Design inst_fetch_unit, sky130hd; sources not shown.
run_1/sizing.png
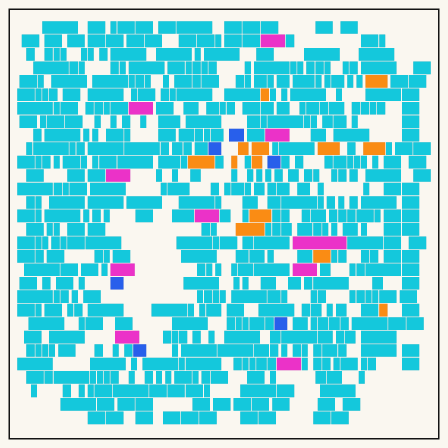
blue -> x3 and x4  # cells 6, share 1.1%, most used clkinvlp_4
magenta -> x6 and larger  # cells 10, share 1.8%, most used clkbuf_8
orange -> x2  # cells 13, share 2.4%, most used a211oi_2
cyan -> x1 and smaller  # cells 519, share 95%, most used clkdlybuf4s50_1
post-route setup slack: 2600 ps
post-route cell area: 4770 um^2
signed area change from the synthesized netlist to the final layout: 39.3%

run_1/util_map.png
The die is cut into 9 by 9 equal tiles; white is low, dark blue is high, 0 to 100% covered.
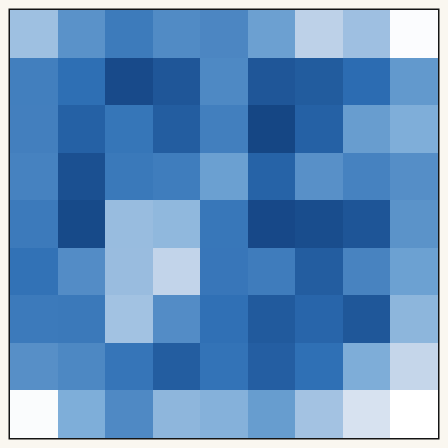
emptiest ninth of the die = bottom right
tiles over 75% full = 26%
fullest tile = 91%
mean over tiles = 62%
nearly empty tiles = 2.5%
pre-placement core utilization: 50.2%
Util after Layout: 69.9%
placeable core area: 6830 um^2

run_1/pinout.png
Bar = 20 um. Pins as bars across the die edge, other pins in grey.
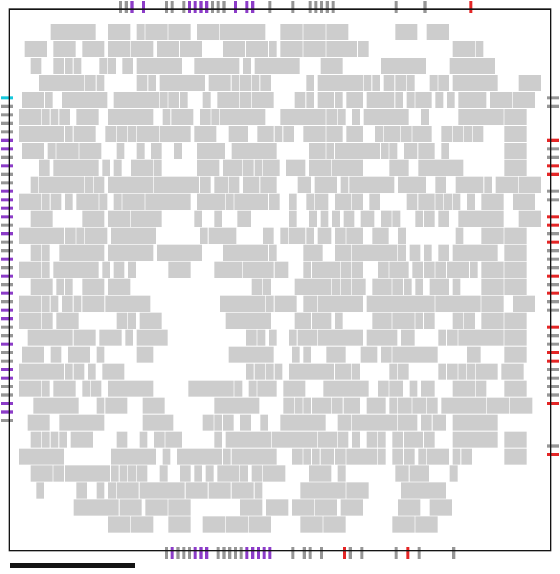
purple -> mem_data  # pins 36, direction output, edge 18 left, 9 top, 9 bottom
cyan -> clk  # pins 1, direction input, edge left
red -> imem_addr  # pins 16, direction output, edge 13 right, 2 bottom, 1 top
all pins by edge = 39 left, 33 right, 29 bottom, 27 top
Chip Width: 86.5 um
Buffers on Ports: 127
Vert. Die Dim: 86.5 um

==> Implementation_results.wiki, run 1 <==
== Flow metrics ==
{| class="wikitable"
! Metric !! Value
|-
| Status || finished, final reports clean
|-
| Netlist Area Pre-Place || 3430 um^2
|-
| Startpoint class of the critical path || input port
|-
| Number of antenna violations at the first check in global routing || 0
|-
| Initial drt markers || roughly 320
|-
| EDFF count, synth || 0
|-
| Main flop type after synthesis || dfxtp_1
|-
| Diode insertion count for antenna repair || 0
|-
| Post-synthesis sequential area ratio || 42.1%
|-
| Final sum of negative setup slack || 0 ps
|-
| Synth flops || 72
|-
| Instance count of the mapped netlist || 446
|-
| Largest driver fanout on the critical path || 36
|-
| Clock tree from TritonCTS || built
|-
| Share of layout cells above drive strength 1 || 5.29%
|-
| Max Clk Rate || 329 MHz
|-
| Worst R2R Path Depth || 5
|-
| Commonest non-fill, non-tap cells in the layout || 126 x clkdlybuf4s50_1, 120 x nand2_1, 72 x dfxtp_1, 66 x a21oi_1, 27 x nor2_1
|-
| Number of cells in the yosys synthesis report || 446
|-
| Post-synthesis simple-gate area fraction || 24.1%
|-
| Largest clock skew in the final design || 5.62 ps
|-
| Latest clock arrival within the worst-skew pair || 350 ps
|-
| Routed wire per std cell || 14.4 um
|-
| Pwr per Cell Area || roughly 310 nW/um^2
|-
| Relative slew slack || 13.1%
|-
| Via count of the first global-routing pass || 3336
|-
| Main combinational cell family by area after synthesis || simple AND/OR/NAND/NOR gates
|-
| Max reg flops || 36
|-
| Htree depth || 3
|-
| Count of final setup violators || 0
|-
| Portion of netlist area occupied by mux cells || 0.292%
|-
| Number of nets with antenna violations after routing || 0
|-
| Overall routing resource usage || ~26%
|-
| DP HPWL || 6290 um
|-
| Clock buffers created by TritonCTS || 9
|-
| Number of setup buffers added after CTS || 0
|-
| Global-route wire length before repair || 15200 um
|-
| Count of nets after finishing || 606
|-
| Path type of the worst min-delay path || flop to flop
|-
| Count of final hold-check violations || 0
|-
| Number of cells on the worst hold path || 2
|-
| Top area contributor share || a little over two fifths
|-
| CTS root buf || clkbuf_8
|-
| VDD IR max || 0.147 mV
|-
| Post-synthesis adder-cell area fraction || 1.83%
|-
| Final weighted congestion of routability-driven global placement || 0.854
|-
| Final worst-path cycle share || 54.0%
|-
| Category of the most critical setup path || input port to flop
|-
| Total die area || roughly 7500 um^2
|-
| Most common logic cell in the routed design || clkdlybuf4s50_1
|-
| XOR/XNOR Area Share || less than 1%
|-
| Mean area per synthesized cell || 7.68 um^2
|-
| Max-slew violation count || 0
|-
| Category of the worst setup path capture point || flop
|-
| Count of clock tree sinks || between 70 and 80
|-
| FF-to-FF setup slack || 2990 ps
|-
| Most common library cells after synthesis || 120 x nand2_1, 72 x dfxtp_1, 66 x a21oi_1
|-
| AO/OA Area Share || 22.7%
|-
| Total vias in the final route || 3530
|-
| Distinct lib cells used || 51
|-
| Io pins || 128
|-
| Post-route minimum period || a little over 3000 ps
|-
| Number of rows in the core area || 30
|-
| Req. time, crit path || 5910 ps
|-
| Pin count of the biggest net entering global routing || 49
|-
| Nets in the synthesized netlist || ~510
|-
| Detailed-router iteration count before antenna repair || 5
|-
| Dominant cell type by area after synthesis || dfxtp_1
|-
| Most area-consuming cells after synthesis || dfxtp_1 42%, nand2_1 13%, a21oi_1 9.6%
|-
| Post-synth ARST share || 0%
|-
| Leak pwr || approximately 1.7 nW
|-
| Dpl cell area || 4580 um^2
|-
| Via-to-Cell Ratio || ~5.5
|}
==> run 1: metrics by stage <==
step / hold slack [ps] / power (W) / worst slack, ps / util (%) / instances
2_1_floorplan: 436 / 0.000900 / 3670 / - / 446
3_3_place_gp: 440 / 0.00107 / 2460 / 67.1 / 628
3_5_place_dp: 446 / 0.00109 / 2320 / 67.1 / 628
4_1_cts: 456 / 0.00148 / 2650 / 69.9 / 644
5_1_grt: 473 / 0.00156 / 2480 / 69.9 / 644
6_report: 453 / 0.00148 / 2600 / 69.9 / 644
==> run 1: logic make-up (layout without fill, tap and decap cells) <==
group / count (synthesis) / in the layout
xor gates and xnor gates: 3 / 3
adders and majority gates: 5 / 5
AOI/OAI and AO/OA: 124 / 124
DFF: 72 / 72
and+or+nand+nor: 188 / 188
buffers and inverters: 53 / 155
muxes: 1 / 1
==> run 1: critical path: stages <==
cell	delay (ps)
clkdlybuf4s50_1	640
nor2_1	360
and3_1	1090
nand2_1	170
a21oi_1	200
==> run 1: where the power goes <==
group,total (W),leakage (nW),switching [W],internal [W]
clock network,0.000401,0.0856,0.000197,0.000204
logic,0.000467,0.993,0.000235,0.000232
registers,0.000614,0.585,0.0000577,0.000557
total,0.00148,1.66,0.000490,0.000992
==> run 1: cell type report <==
type | instances | area, um^2
Fill cell | 565 | 2060
Multi-Input combinational cell | 321 | 1700
Sequential cell | 72 | 1440
Timing Repair Buffer | 129 | 1280
Clock buffer | 11 | 131
Tap cell | 96 | 120
Clock inverter | 5 | 57.6
Inverter | 10 | 37.5
==> run 1: per-layer routing <==
layer  global-route usage, %  vias up  routed length [um]
met5                       0        -                   0
met4                    10.3        0                 151
met3                    8.67       17                 884
met2                    44.5      172                4420
met1                    29.6     1640                3790
li1                        -     1701                   -
run_1/closeup.png
Region (55, 55) to (75, 75) um. Cells in grey, sequential cells in the stronger grey; small squares are vias.
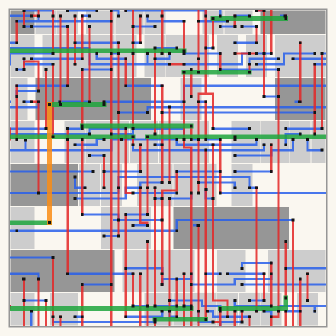

==> run 2: changes to the inputs <==
--- a/config.mk
+++ b/config.mk
@@ -5,10 +5,10 @@
 export SDC_FILE = /design/constraint.sdc
 export NUM_CORES = 1
 export LEC_CHECK = 0
-export CORE_UTILIZATION = 48
+export CORE_UTILIZATION = 40
 export CTS_CLUSTER_SIZE = 25
 export DETAILED_ROUTE_END_ITERATION = 12
-export PLACE_DENSITY = 0.86
+export PLACE_DENSITY = 0.76
 export SETUP_SLACK_MARGIN = 0.1
 export SYNTH_ARGS = -nofsm -noshare
 export SYNTH_HDL_FRONTEND = slang
==> constraint.sdc (replaced) <==
create_clock -name clk -period 2.76 [get_ports clk]
set_input_delay 0.414 -clock clk [delete_from_list [all_inputs] [get_ports clk]]
set_output_delay 0.414 -clock clk [all_outputs]
set_load 0.01 [all_outputs]
run_2/closeup.png
Region (61, 61) to (81, 81) um. Cells in grey, sequential cells in the stronger grey; small squares are vias.
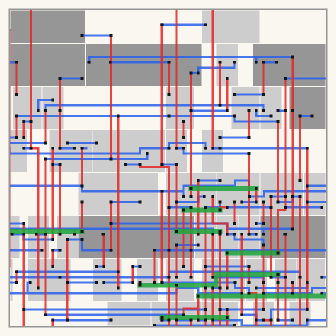
blue -> M1
red -> M2
green -> M3
sequential cells in the window = 6
most frequent = nand2_1 (9), nor2_1 (6), dfxtp_1 (6)
cells with their middle in the window = 41

run_2/pinout.png
Bar = 20 um. Pins as bars across the die edge, other pins in grey.
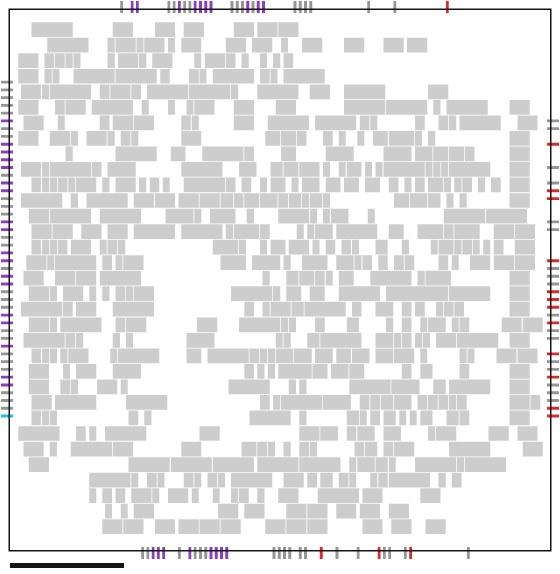
red -> imem_addr  # pins 16, direction output, edge 12 right, 3 bottom, 1 top
cyan -> clk  # pins 1, direction input, edge left
purple -> mem_data  # pins 36, direction output, edge 18 left, 10 top, 8 bottom
all pins by edge = 44 left, 29 right, 29 bottom, 26 top
Chip Width: 94.6 um
Vert. Die Dim: 94.6 um

run_2/placed.png
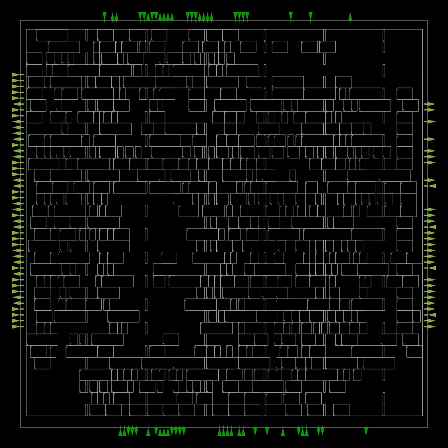
placeable core area: 8260 um^2
flop share of the area: 29.9%

==> run 2 against run 1 <==
- global-route usage decreased by 4.4 points
- critical path type is now flop to flop
- sequential power increased by 110%
- synthesized area unchanged
- total power increased by 100%
- clock power increased by 110%
- hold slack improved by 3.2 ps
- non-clock buffer count increased by 4
==> Implementation_results.wiki, run 2 <==
== Flow metrics ==
{| class="wikitable"
! Metric !! Value
|-
| CTS root buf || clkbuf_8 (unchanged)
|-
| Clock buffers created by TritonCTS || 9 (unchanged)
|-
| Status || finished, final reports clean (unchanged)
|-
| Relative slew slack || 55.0% (was 13.1%)
|-
| Commonest non-fill, non-tap cells in the layout || 126 x clkdlybuf4s50_1, 120 x nand2_1, 72 x dfxtp_1, 66 x a21oi_1, 27 x nor2_1 (unchanged)
|-
| Storage element area || 1440 um^2 (unchanged)
|-
| Post-route minimum period || between 2000 and 2500 ps
|-
| Post-route setup slack || 489 ps (was 2600 ps)
|-
| Largest clock skew in the final design || 11.6 ps (was 5.62 ps)
|-
| Number of rows in the core area || 33 (was 30)
|-
| Path type of the worst min-delay path || flop to flop (unchanged)
|-
| Placed cell count || 641 (was 628)
|-
| Most area-consuming cells after synthesis || dfxtp_1 42%, nand2_1 13%, a21oi_1 9.6% (unchanged)
|-
| EDFF count, synth || 0 (unchanged)
|-
| Relative contribution of the clock network to total power || 27.2% (was 27.1%)
|-
| Max reg flops || 36 (unchanged)
|-
| Latest clock arrival within the worst-skew pair || 350 ps (about the same)
|-
| Buffers on Ports || 127 (unchanged)
|-
| Int Power || 0.00204 W (was 0.000992 W)
|-
| Diode insertion count for antenna repair || 0 (unchanged)
|-
| Count of final hold-check violations || 0 (unchanged)
|-
| Pin count of the biggest net entering global routing || 37 (was 49)
|-
| Overall routing resource usage || 21.5% (was 25.9%)
|-
| Number of setup buffers added after CTS || 0 (unchanged)
|-
| Pre-CTS setup slack || 298 ps (was 2320 ps)
|-
| Synth flops || 72 (unchanged)
|-
| FF-to-FF setup slack || 490 ps (was 2990 ps)
|-
| Via count of the first global-routing pass || 3179 (was 3336)
|-
| Signed area change from the synthesized netlist to the final layout || 40.7% (was 39.3%)
|-
| Total vias in the final route || 3478 (was 3530)
|-
| Max Clk Rate || 440 MHz
|-
| Count of nets after finishing || 610 (was 606)
|-
| Dominant cell type by area after synthesis || dfxtp_1 (unchanged)
|-
| Most common library cells after synthesis || 120 x nand2_1, 72 x dfxtp_1, 66 x a21oi_1 (unchanged)
|-
| Number of cells in the yosys synthesis report || 446 (unchanged)
|-
| Total die area || 8940 um^2 (was 7480 um^2)
|-
| Final sum of negative setup slack || 0 ps (unchanged)
|}
-- run 2: cell counts after synthesis --
No cell type changed its count.
-- run 2: per-layer routing --
layer	wire length [um]	up-vias	part of all wire, %	track usage [%]
li1	-	1718	-	-
met1	3880	1602	42	26.2
met2	4370	152	47	34.8
met3	926	6	10	9.50
met4	54	0	0.59	5.43
met5	0	-	0	0
-- run 2: metrics by stage --
| step | instance area (um^2) | total power [W] |
|---|---|---|
| final | 4820 | 0.00304 |
| after global routing | 4820 | 0.00321 |
| after CTS | 4820 | 0.00306 |
| after detailed placement | 4630 | 0.00223 |
| after global placement | 4630 | 0.00221 |
| after floorplan | 3430 | 0.00184 |
-- run 2: layout make-up --
type,count,area share (%)
Clock inverter,6,1.45
Timing Repair Buffer,133,27.2
Clock buffer,10,2.65
Sequential cell,72,29.9
Inverter,10,0.778
Tap cell,105,2.72
Multi-Input combinational cell,321,35.3
-- run 2: cell families after synthesis --
group / Yosys count / synth area share, %
flip-flops: 72 / 42.1
buffers and inverters: 53 / 8.21
multiplexers: 1 / 0.292
adder cells (fa/ha/maj): 5 / 1.83
AND-OR/OR-AND: 124 / 22.7
AND/OR/NAND/NOR: 188 / 24.1
XOR/XNOR: 3 / 0.767
-- run 2: power groups by stage --
stage	registers (W)	logic (W)	clock network, W
after detailed placement	0.00128	0.000949	0
after global placement	0.00127	0.000934	0
after global routing	0.00127	0.00104	0.000894
after floorplan	0.00129	0.000553	0
after CTS	0.00126	0.000953	0.000848
final	0.00126	0.000954	0.000826
-- run 2: critical path: stages (launching register included) --
cell	delay, ps
dfxtp_1	340
inv_1	90
ha_1	460
inv_1	140
o32a_1	450
nand2_2	300
o21ai_0	180
a211oi_2	240
No activity file was given, so power comes from the tool's default toggle rates.
